**src/rtl/uart_tx_frame_ctrl.sv**
```systemverilog
// UART transmit frame controller: takes a byte on a one-cycle strobe and steps the
// TX mux through start, LSB-first data, optional parity and stop phases.
module uart_tx_frame_ctrl #(
   parameter int unsigned DATA_WIDTH = 8
) (
   input  logic                  clk,
   input  logic                  rst,
   input  logic [DATA_WIDTH-1:0] P_DATA,
   input  logic                  Data_Valid,
   input  logic                  PAR_EN,
   input  logic                  PAR_TYP,
   output logic [1:0]            Mux_Sel,
   output logic                  Ser_Data,
   output logic                  Par_bit,
   output logic                  Busy
);

   localparam int unsigned CNT_W = (DATA_WIDTH > 1) ? $clog2(DATA_WIDTH) : 1;
   localparam logic [CNT_W-1:0] CNT_LAST = CNT_W'(DATA_WIDTH - 1);

   localparam logic [1:0] SEL_START  = 2'b00;
   localparam logic [1:0] SEL_DATA   = 2'b01;
   localparam logic [1:0] SEL_PARITY = 2'b10;
   localparam logic [1:0] SEL_STOP   = 2'b11;

   typedef enum logic [2:0] {
      S_IDLE,
      S_START,
      S_DATA,
      S_PARITY,
      S_STOP
   } state_t;

   state_t                state;
   logic [DATA_WIDTH-1:0] shift_q;
   logic [CNT_W-1:0]      bit_cnt;
   logic                  par_en_q;

   // State sequencing plus outputs decoded from the present state, so the
   // mux select always trails the state register by one clk.
   always_ff @(posedge clk) begin
      if (rst) begin
         state    <= S_IDLE;
         shift_q  <= '0;
         bit_cnt  <= '0;
         par_en_q <= 1'b0;
         Par_bit  <= 1'b0;
         Mux_Sel  <= SEL_STOP;
         Ser_Data <= 1'b0;
         Busy     <= 1'b0;
      end else begin
         Busy <= (state != S_IDLE);

         case (state)
            S_IDLE: begin
               Mux_Sel <= SEL_STOP;
               if (Data_Valid) begin
                  shift_q  <= P_DATA;
                  par_en_q <= PAR_EN;
                  Par_bit  <= PAR_TYP ? ~(^P_DATA) : (^P_DATA);
                  state    <= S_START;
               end
            end

            S_START: begin
               Mux_Sel <= SEL_START;
               state   <= S_DATA;
            end

            S_DATA: begin
               Mux_Sel  <= SEL_DATA;
               Ser_Data <= shift_q[0];
               shift_q  <= shift_q >> 1;
               // Counter parks at the last index; STOP returns it to zero.
               if (bit_cnt == CNT_LAST) begin
                  state <= par_en_q ? S_PARITY : S_STOP;
               end else begin
                  bit_cnt <= bit_cnt + CNT_W'(1);
               end
            end

            S_PARITY: begin
               Mux_Sel <= SEL_PARITY;
               state   <= S_STOP;
            end

            S_STOP: begin
               Mux_Sel <= SEL_STOP;
               bit_cnt <= '0;
               state   <= S_IDLE;
            end

            default: begin
               Mux_Sel <= SEL_STOP;
               state   <= S_IDLE;
            end
         endcase
      end
   end

endmodule

```
**config.mk**
```make
export PLATFORM = sky130hd
export DESIGN_NAME = uart_tx_frame_ctrl
export DESIGN_NICKNAME = d
export VERILOG_FILES = /design/src/rtl/uart_tx_frame_ctrl.sv
export SDC_FILE = /design/constraint.sdc
export NUM_CORES = 1
export LEC_CHECK = 0
export ABC_AREA = 0
export CAP_MARGIN = 20
export CORE_MARGIN = 3
export CORE_UTILIZATION = 50
export CTS_CLUSTER_DIAMETER = 60
export DETAILED_ROUTE_END_ITERATION = 10
export PLACE_DENSITY = 0.85
export SETUP_SLACK_MARGIN = 0.2
export SLEW_MARGIN = 20
export SYNTH_ARGS = -nofsm -noshare
export SYNTH_HDL_FRONTEND = slang
export SYNTH_SLANG_ARGS = --single-unit
```
**constraint.sdc**
```tcl
create_clock -name clk -period 3.7 [get_ports clk]
set_clock_uncertainty 0.05 [all_clocks]
set_input_delay 1.11 -clock clk [delete_from_list [all_inputs] [get_ports clk]]
set_output_delay 1.11 -clock clk [all_outputs]
set_load 0.02 [all_outputs]
```
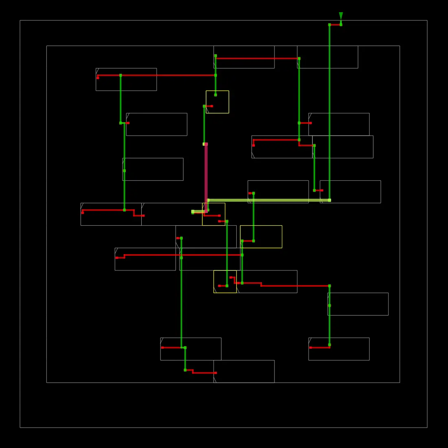
run_1/clock_nets.png
CTS Buf Count: 3
Clock Sinks: 20

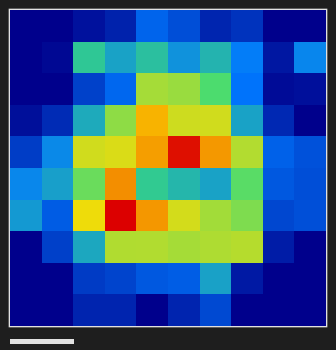
run_1/route_heat.png
Bar = 10 um. The die is cut into 10 by 10 equal tiles; dark blue is low, red is high, scaled to the fullest tile. Values are wire area over tile area, all layers added.
densest ninth of the die = middle
mean over tiles = 0.10
fullest tile = 0.35
tiles over half the peak = 27%

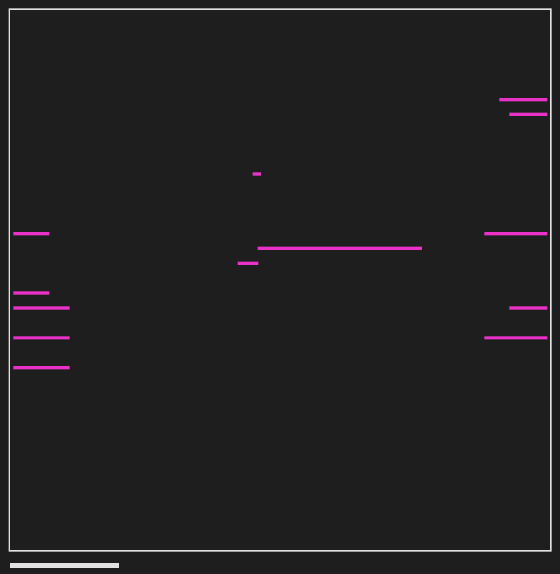
run_1/m3.png
Bar = 10 um.
nets with wire on the layer = 12
share of all routed wire = 3.6%

==> impl_metrics.csv, run 1 <==
group,metric,value,unit
run_status,outcome,"finished clean",
cts,clk_pin_slew_worst_paths,0.11,ns
grt,grt_usage,0.1522,
cts,clk_latency,0.29,ns
worst_setup_path,cp_slowest_cell,"nor3_2",
final_layout,fin_cells,135,
final_layout,lay_top_cells,"dfxtp_1 (20), clkdlybuf4s50_1 (17), nor2_1 (16)",
run,log.warning_count,26,
final_timing,slew_headroom,0.3625,
cts,post_cts_resized,0,
final_layout,nFillCells,150,
worst_setup_path,crit_chain,"clkdlybuf4s50_1, nor2_1, nor3_2, nor2_1, a211oi_1",
final_layout,lay_top_count,"dfxtp_1",
cts,cts-root-buf,"clkbuf_4",
final_layout,drive_above_1_share,0.08182,
logic_synthesis,ys_seq_elements,20,
logic_synthesis,syn_nets,110,
final_timing,fin_crit_sh,0.6630,
route,viasPerCell,5.237,
final_timing,hold_violations,0,
route,firstDrtPassIters,6,
final_layout,syn_to_final_growth,21.73,%
grt,grt_use_met2,0.2545,
logic_synthesis,syn_avg_cell_area,9.878,um2
power_and_ir_drop,p_leak,0.4470,nW
worst_setup_path,required,3.86,ns
worst_setup_path,end_kind,"flop",
cts,h-tree-depth,1,
logic_synthesis,ys_types,28,
grt,busiest_layer,"met2",
grt,grt_pass1_vias,677,
worst_setup_path,cp.buffers_inverters,1,
power_and_ir_drop,power.density,408.7,mW/mm2
grt,grt_first_pass_wirelength,2.877,mm
die,rows,15,
worst_setup_path,crit_fanout,14,
grt,groute.layer.met1.usage,0.1871,
worst_setup_path,cpMostUsedCell,"nor2_1",
final_timing,fin_crit,2.453,ns
die,core,0.001745,mm2
logic_synthesis,topCellsByArea,"dfxtp_1 (43%), mux2i_1 (14%), nor2_1 (6.4%), a211oi_1 (5.6%), xnor2_1 (3.7%)",
power_and_ir_drop,vdd_drop_max,225.0,uV
route,vias,707,
logic_synthesis,yosysTopAreaCellShare,0.4267,
min_path,hold_path_class,"reg2reg",
placed_design,gp_congestion,0.7671,
logic_synthesis,ys_area,938.4,um2
grt,antenna_found_initial,0,
placed_design,dp.cells,131,
final_timing,rsz0062_at_grt,"no",
final_layout,num-nets-final,126,
final_timing,report.final.slew_viol_count,0,
grt,gr-usage-met3,0.01835,
route,ant_nets,0,
final_layout,antenna_cells,0,
[run 1: power breakdown]
part / total [mW] / switching [mW] / internal [mW]
registers: 0.245 / 0.0125 / 0.233
clock network: 0.124 / 0.0638 / 0.0600
logic: 0.0980 / 0.0462 / 0.0519
total: 0.467 / 0.122 / 0.344
[run 1: per-stage QoR]
step / total power [mW] / utilization / setup slack (ns) / hold WS, ns / cell area [um2]
after floorplan: 0.3157 / - / 1.646 / 0.4145 / 938.4
after global placement: 0.3434 / 0.6337 / 1.048 / 0.4286 / 1106
after detailed placement: 0.3478 / 0.6337 / 0.9265 / 0.4383 / 1106
after CTS: 0.4707 / 0.6545 / 1.235 / 0.4560 / 1142
after global routing: 0.4940 / 0.6545 / 1.084 / 0.4920 / 1142
final: 0.4669 / 0.6545 / 1.247 / 0.4552 / 1142
[run 1: kinds of logic after synthesis]
logic type,share of synthesized area
simple gates,0.1893
compound gates,0.08133
buf+inv,0.04799
xor+xnor,0.08933
flops,0.4267
mux,0.1387
fa+ha+maj,0.02666
[run 1: final timing paths]
| path | to | slack (ns) | cells past startpoint | start |
|---|---|---|---|---|
| max | shift_q[6]$_SDFFE_PP0P_ | 1.25 | 5 | Data_Valid |
| min | shift_q[3]$_SDFFE_PP0P_ | 0.46 | 2 | shift_q[3]$_SDFFE_PP0P_ |
| max reg2reg | shift_q[5]$_SDFFE_PP0P_ | 1.54 | 4 | state[1]$_SDFFE_PP0P_ |
| min reg2reg | shift_q[3]$_SDFFE_PP0P_ | 0.46 | 2 | shift_q[3]$_SDFFE_PP0P_ |
[run 1: layer usage]
layer	wire length, um	vias to the layer above
li1	-	359
met1	753	332
met2	818	14
met3	58	2
met4	8	0
met5	0	-
[run 1: synth_stat cells]
cell and number:
and2b_1 1, nor3_2 1, buf_1 1, buf_2 3, o211ai_2 1, nand2_1 4
inv_1 1, nor3_1 3, ha_1 2, mux2i_1 13, xnor3_1 1, nor3b_1 2
buf_6 1, or4b_1 1, xnor2_1 4, nand3b_1 2, nor2b_1 1, a31oi_1 1
or2_2 1, a211oi_1 7, clkbuf_1 1, buf_4 1, nor4_1 1, a21oi_1 1
dfxtp_1 20, xor2_1 3, nor2_1 16, nor2_4 1
[run 1: state kept, by name (all words and copies together), names as in the netlist]
| name | count |
|---|---|
| bit_cnt | 3 |
| par_en_q | 1 |
| Ser_Data | 1 |
| Par_bit | 1 |
| Busy | 1 |
| shift_q | 8 |
| Mux_Sel | 2 |
| state | 3 |
[run 1: tightest hold or removal path, cell delays in order (launching register included)]
cell and delay, ns:
dfxtp_1 0.32, nor2_1 0.09, a211oi_1 0.05
[run 1: cell type report]
cell class                      count  area [um2]  share of cell area
Clock buffer                        4       36.28             0.03176
Timing Repair Buffer               18       177.7              0.1555
Multi-Input combinational cell     67       493.0              0.4315
Inverter                            1       3.754            0.003286
Sequential cell                    20       400.4              0.3505
Tap cell                           25       31.28             0.02738
run_1/m1.png
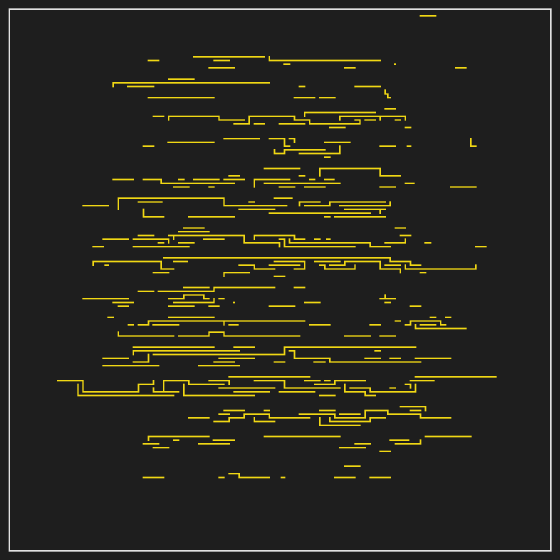

--- run 2 (diff from run 1) ---
- CORE_UTILIZATION: 50 -> 45
- PLACE_DENSITY: 0.85 -> 0.82
- clock period: 3.7 -> 2.19 ns (I/O delays scaled with it)
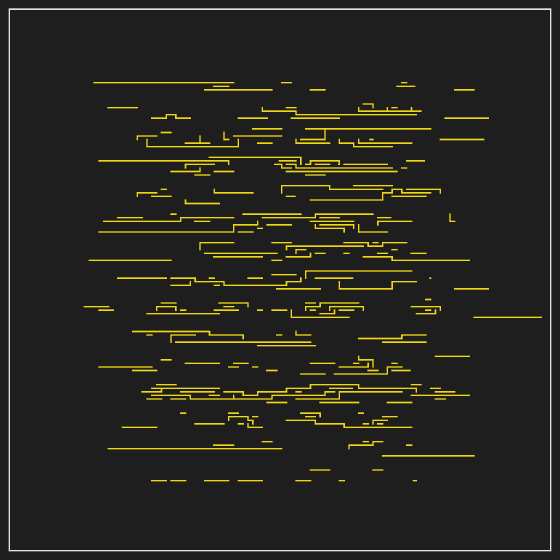
run_2/m1.png
nets with wire on the layer = 116
longest straight run = 16.6 um
wire length on this layer = 747 um
share of all routed wire = 47%

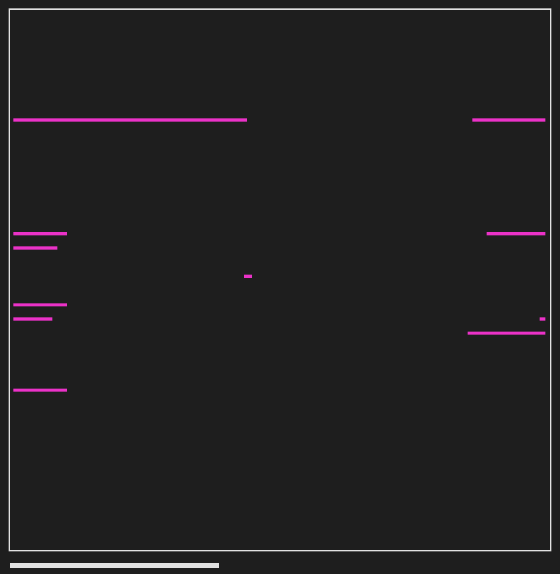
run_2/m3.png
Bar = 20 um.
nets with wire on the layer = 10
longest straight run = 22.1 um

==> impl_metrics.csv, run 2 <==
group,metric,value,unit
placed_design,gp_congestion,0.7944,
final_timing,hold_violations,0,
route,firstDrtPassIters,3,
min_path,hold_path_class,"reg2reg",
power_and_ir_drop,p_leak,0.4804,nW
worst_setup_path,cp.arrival,1.25,ns
logic_synthesis,edf_count,0,
placed_design,io_buffers,17,
final_layout,nFillCells,163,
logic_synthesis,common_cells,"dfxtp_1 (20), nor2_1 (16), mux2i_1 (13)",
grt,antenna_found_initial,0,
logic_synthesis,syn_nets,110,
cts,clk_pin_slew_worst_paths,0.11,ns
worst_setup_path,r2r_slack,0.51,ns
worst_setup_path,start_kind,"flop",
cts,h-tree-depth,1,
route,postRouteWirelength,1.593,mm
final_layout,lay_top_count,"dfxtp_1",
placed_design,dp.cells,134,
power_and_ir_drop,p_total,0.7948,mW
logic_synthesis,ff_type,"dfxtp_1",
logic_synthesis,synth_area,938.4,um2
final_layout,drive_above_1_share,0.1062,
cts,cts_buffer_depth,2,
run_status,outcome,"finished clean",
final_layout,regArea,400.4,um2
logic_synthesis,syn_inst,95,
die,fp.dieW,51.67,um
cts,postCtsHoldBufs,0,
worst_setup_path,reg2reg_depth,5,
route,viasPerCell,4.978,
die,rows,15,
cts,clk_latency,0.30,ns
logic_synthesis,ys_cells,95,
worst_setup_path,cp_slowest_cell,"clkdlybuf4s50_1",
grt,grt_max_degree,15,
final_layout,lay_top_cells,"dfxtp_1 (20), nor2_1 (16), clkdlybuf4s50_1 (16)",
logic_synthesis,ys_seq_frac,0.4267,
final_layout,top_regs,"shift_q x8, bit_cnt x3, state x3",
final_timing,max_freq,511.1,MHz
cts,post_cts_resized,0,
final_layout,regMostFlops,"shift_q",
final_layout,fin_cells,138,
final_timing,setup-tns-final,0,ns
logic_synthesis,ys_seq_elements,20,
worst_setup_path,end_kind,"output port",
final_layout,largest_reg_flops,8,
worst_setup_path,r2r-end,"bit_cnt[2]$_SDFFE_PP0P_",
power_and_ir_drop,vdd_drop_max,287.8,uV
final_layout,comb_area,493.0,um2
worst_setup_path,required,1.48,ns
route,ant_nets,0,
die,fp-utilization,0.5102,
final_timing,report.final.slew_viol_count,0,
logic_synthesis,syn_avg_cell_area,9.878,um2
worst_setup_path,endpoint,"Par_bit",
power_and_ir_drop,power.density,680.8,mW/mm2
logic_synthesis,ys_area,938.4,um2
grt,grt_pass1_vias,655,
logic_synthesis,yosysTopAreaCellShare,0.4267,
final_layout,antenna_cells,0,
die,core,0.001839,mm2
route,vias,687,
final_timing,slew_headroom,0.7317,
final_layout,syn_to_final_growth,24.40,%
cts,cts-root-buf,"clkbuf_4",
final_timing,fin_crit_sh,0.8935,
worst_setup_path,crit_chain,"clkdlybuf4s50_1",
worst_setup_path,worst-path-stages,1,
worst_setup_path,startpoint,"Par_bit$_SDFFE_PP0P_",
logic_synthesis,async_flop_share,0,
worst_setup_path,crit_fanout,2,
cts,cts_buffers,3,
run,log.warning_count,26,
die,die.size.y,51.67,um
final_timing,fin_crit,1.957,ns
final_timing,finalSetupViolations,0,
route,drc,0,
logic_synthesis,most_common_cell,"dfxtp_1",
grt,grt_first_pass_wirelength,2.787,mm
die,chip_area,0.002669,mm2
final_layout,num-nets-final,129,
final_timing,rsz0062_at_grt,"no",
worst_setup_path,cp.buffers_inverters,1,
die,ios,18,
logic_synthesis,ys_types,28,
grt,grt_usage,0.1409,
logic_synthesis,topCellsByArea,"dfxtp_1 (43%), mux2i_1 (14%), nor2_1 (6.4%), a211oi_1 (5.6%), xnor2_1 (3.7%)",
worst_setup_path,reg2reg_from,"state[1]$_SDFFE_PP0P_",
cts,clock-sinks,20,
==> run 2: logic make-up (layout without fill, tap and decap cells) <==
group           Yosys count  after routing  share of synthesized area
buf+inv                   8             26                    0.04799
simple gates             34             34                     0.1893
flops                    20             20                     0.4267
compound gates           10             10                    0.08133
mux                      13             13                     0.1387
fa+ha+maj                 2              2                    0.02666
xor+xnor                  8              8                    0.08933
==> run 2: worst min path at each step <==
stage | start | endpoint | cells after the start
3_5_place_dp | shift_q[5]$_SDFFE_PP0P_ | shift_q[5]$_SDFFE_PP0P_ | 2
2_1_floorplan | shift_q[0]$_SDFFE_PP0P_ | Ser_Data$_SDFFE_PP0N_ | 2
4_1_cts | shift_q[5]$_SDFFE_PP0P_ | shift_q[5]$_SDFFE_PP0P_ | 2
3_3_place_gp | Ser_Data$_SDFFE_PP0N_ | Ser_Data$_SDFFE_PP0N_ | 2
6_report | shift_q[5]$_SDFFE_PP0P_ | shift_q[5]$_SDFFE_PP0P_ | 2
5_1_grt | shift_q[6]$_SDFFE_PP0P_ | shift_q[6]$_SDFFE_PP0P_ | 2
==> run 2: metrics by stage <==
step           setup slack (ns)  instance area, um2  hold slack, ns  utilization
3_5_place_dp          -0.005994                1129          0.4426       0.6136
5_1_grt                  0.2022                1167          0.4889       0.6347
6_report                 0.2333                1167          0.4546       0.6347
4_1_cts                  0.2183                1165          0.4583       0.6333
2_1_floorplan            0.5893               938.4          0.4145            -
3_3_place_gp            0.02434                1129          0.4196       0.6136
==> run 2: final cells by class <==
type	count	share of cell area
multi-input combinational	67	0.4223
sequential	20	0.3430
timing repair buffer	21	0.1736
clock buffer	4	0.03108
tap	25	0.02680
inverter	1	0.003215
==> run 2: power breakdown <==
group | switching [mW] | total, mW | internal, mW
clock | 0.112 | 0.214 | 0.101
sequential | 0.0202 | 0.413 | 0.393
combinational | 0.0758 | 0.168 | 0.0921
total | 0.208 | 0.795 | 0.586
==> run 2: tightest hold or removal path: cells and delay by family, from the launching register on <==
| family | cells | cell delay (ns) |
|---|---|---|
| AND-OR/OR-AND | 1 | 0.05 |
| flip-flops | 1 | 0.33 |
| AND/OR/NAND/NOR | 1 | 0.09 |
==> run 2: metal layers <==
metal,vias to the layer above,track usage,share of wire
li1,367,-,-
met1,308,0.1779,0.47
met2,10,0.2246,0.48
met3,2,0.03438,0.040
met4,0,0.06550,0.0088
met5,-,0,0
Power and IR drop assume default switching activity.
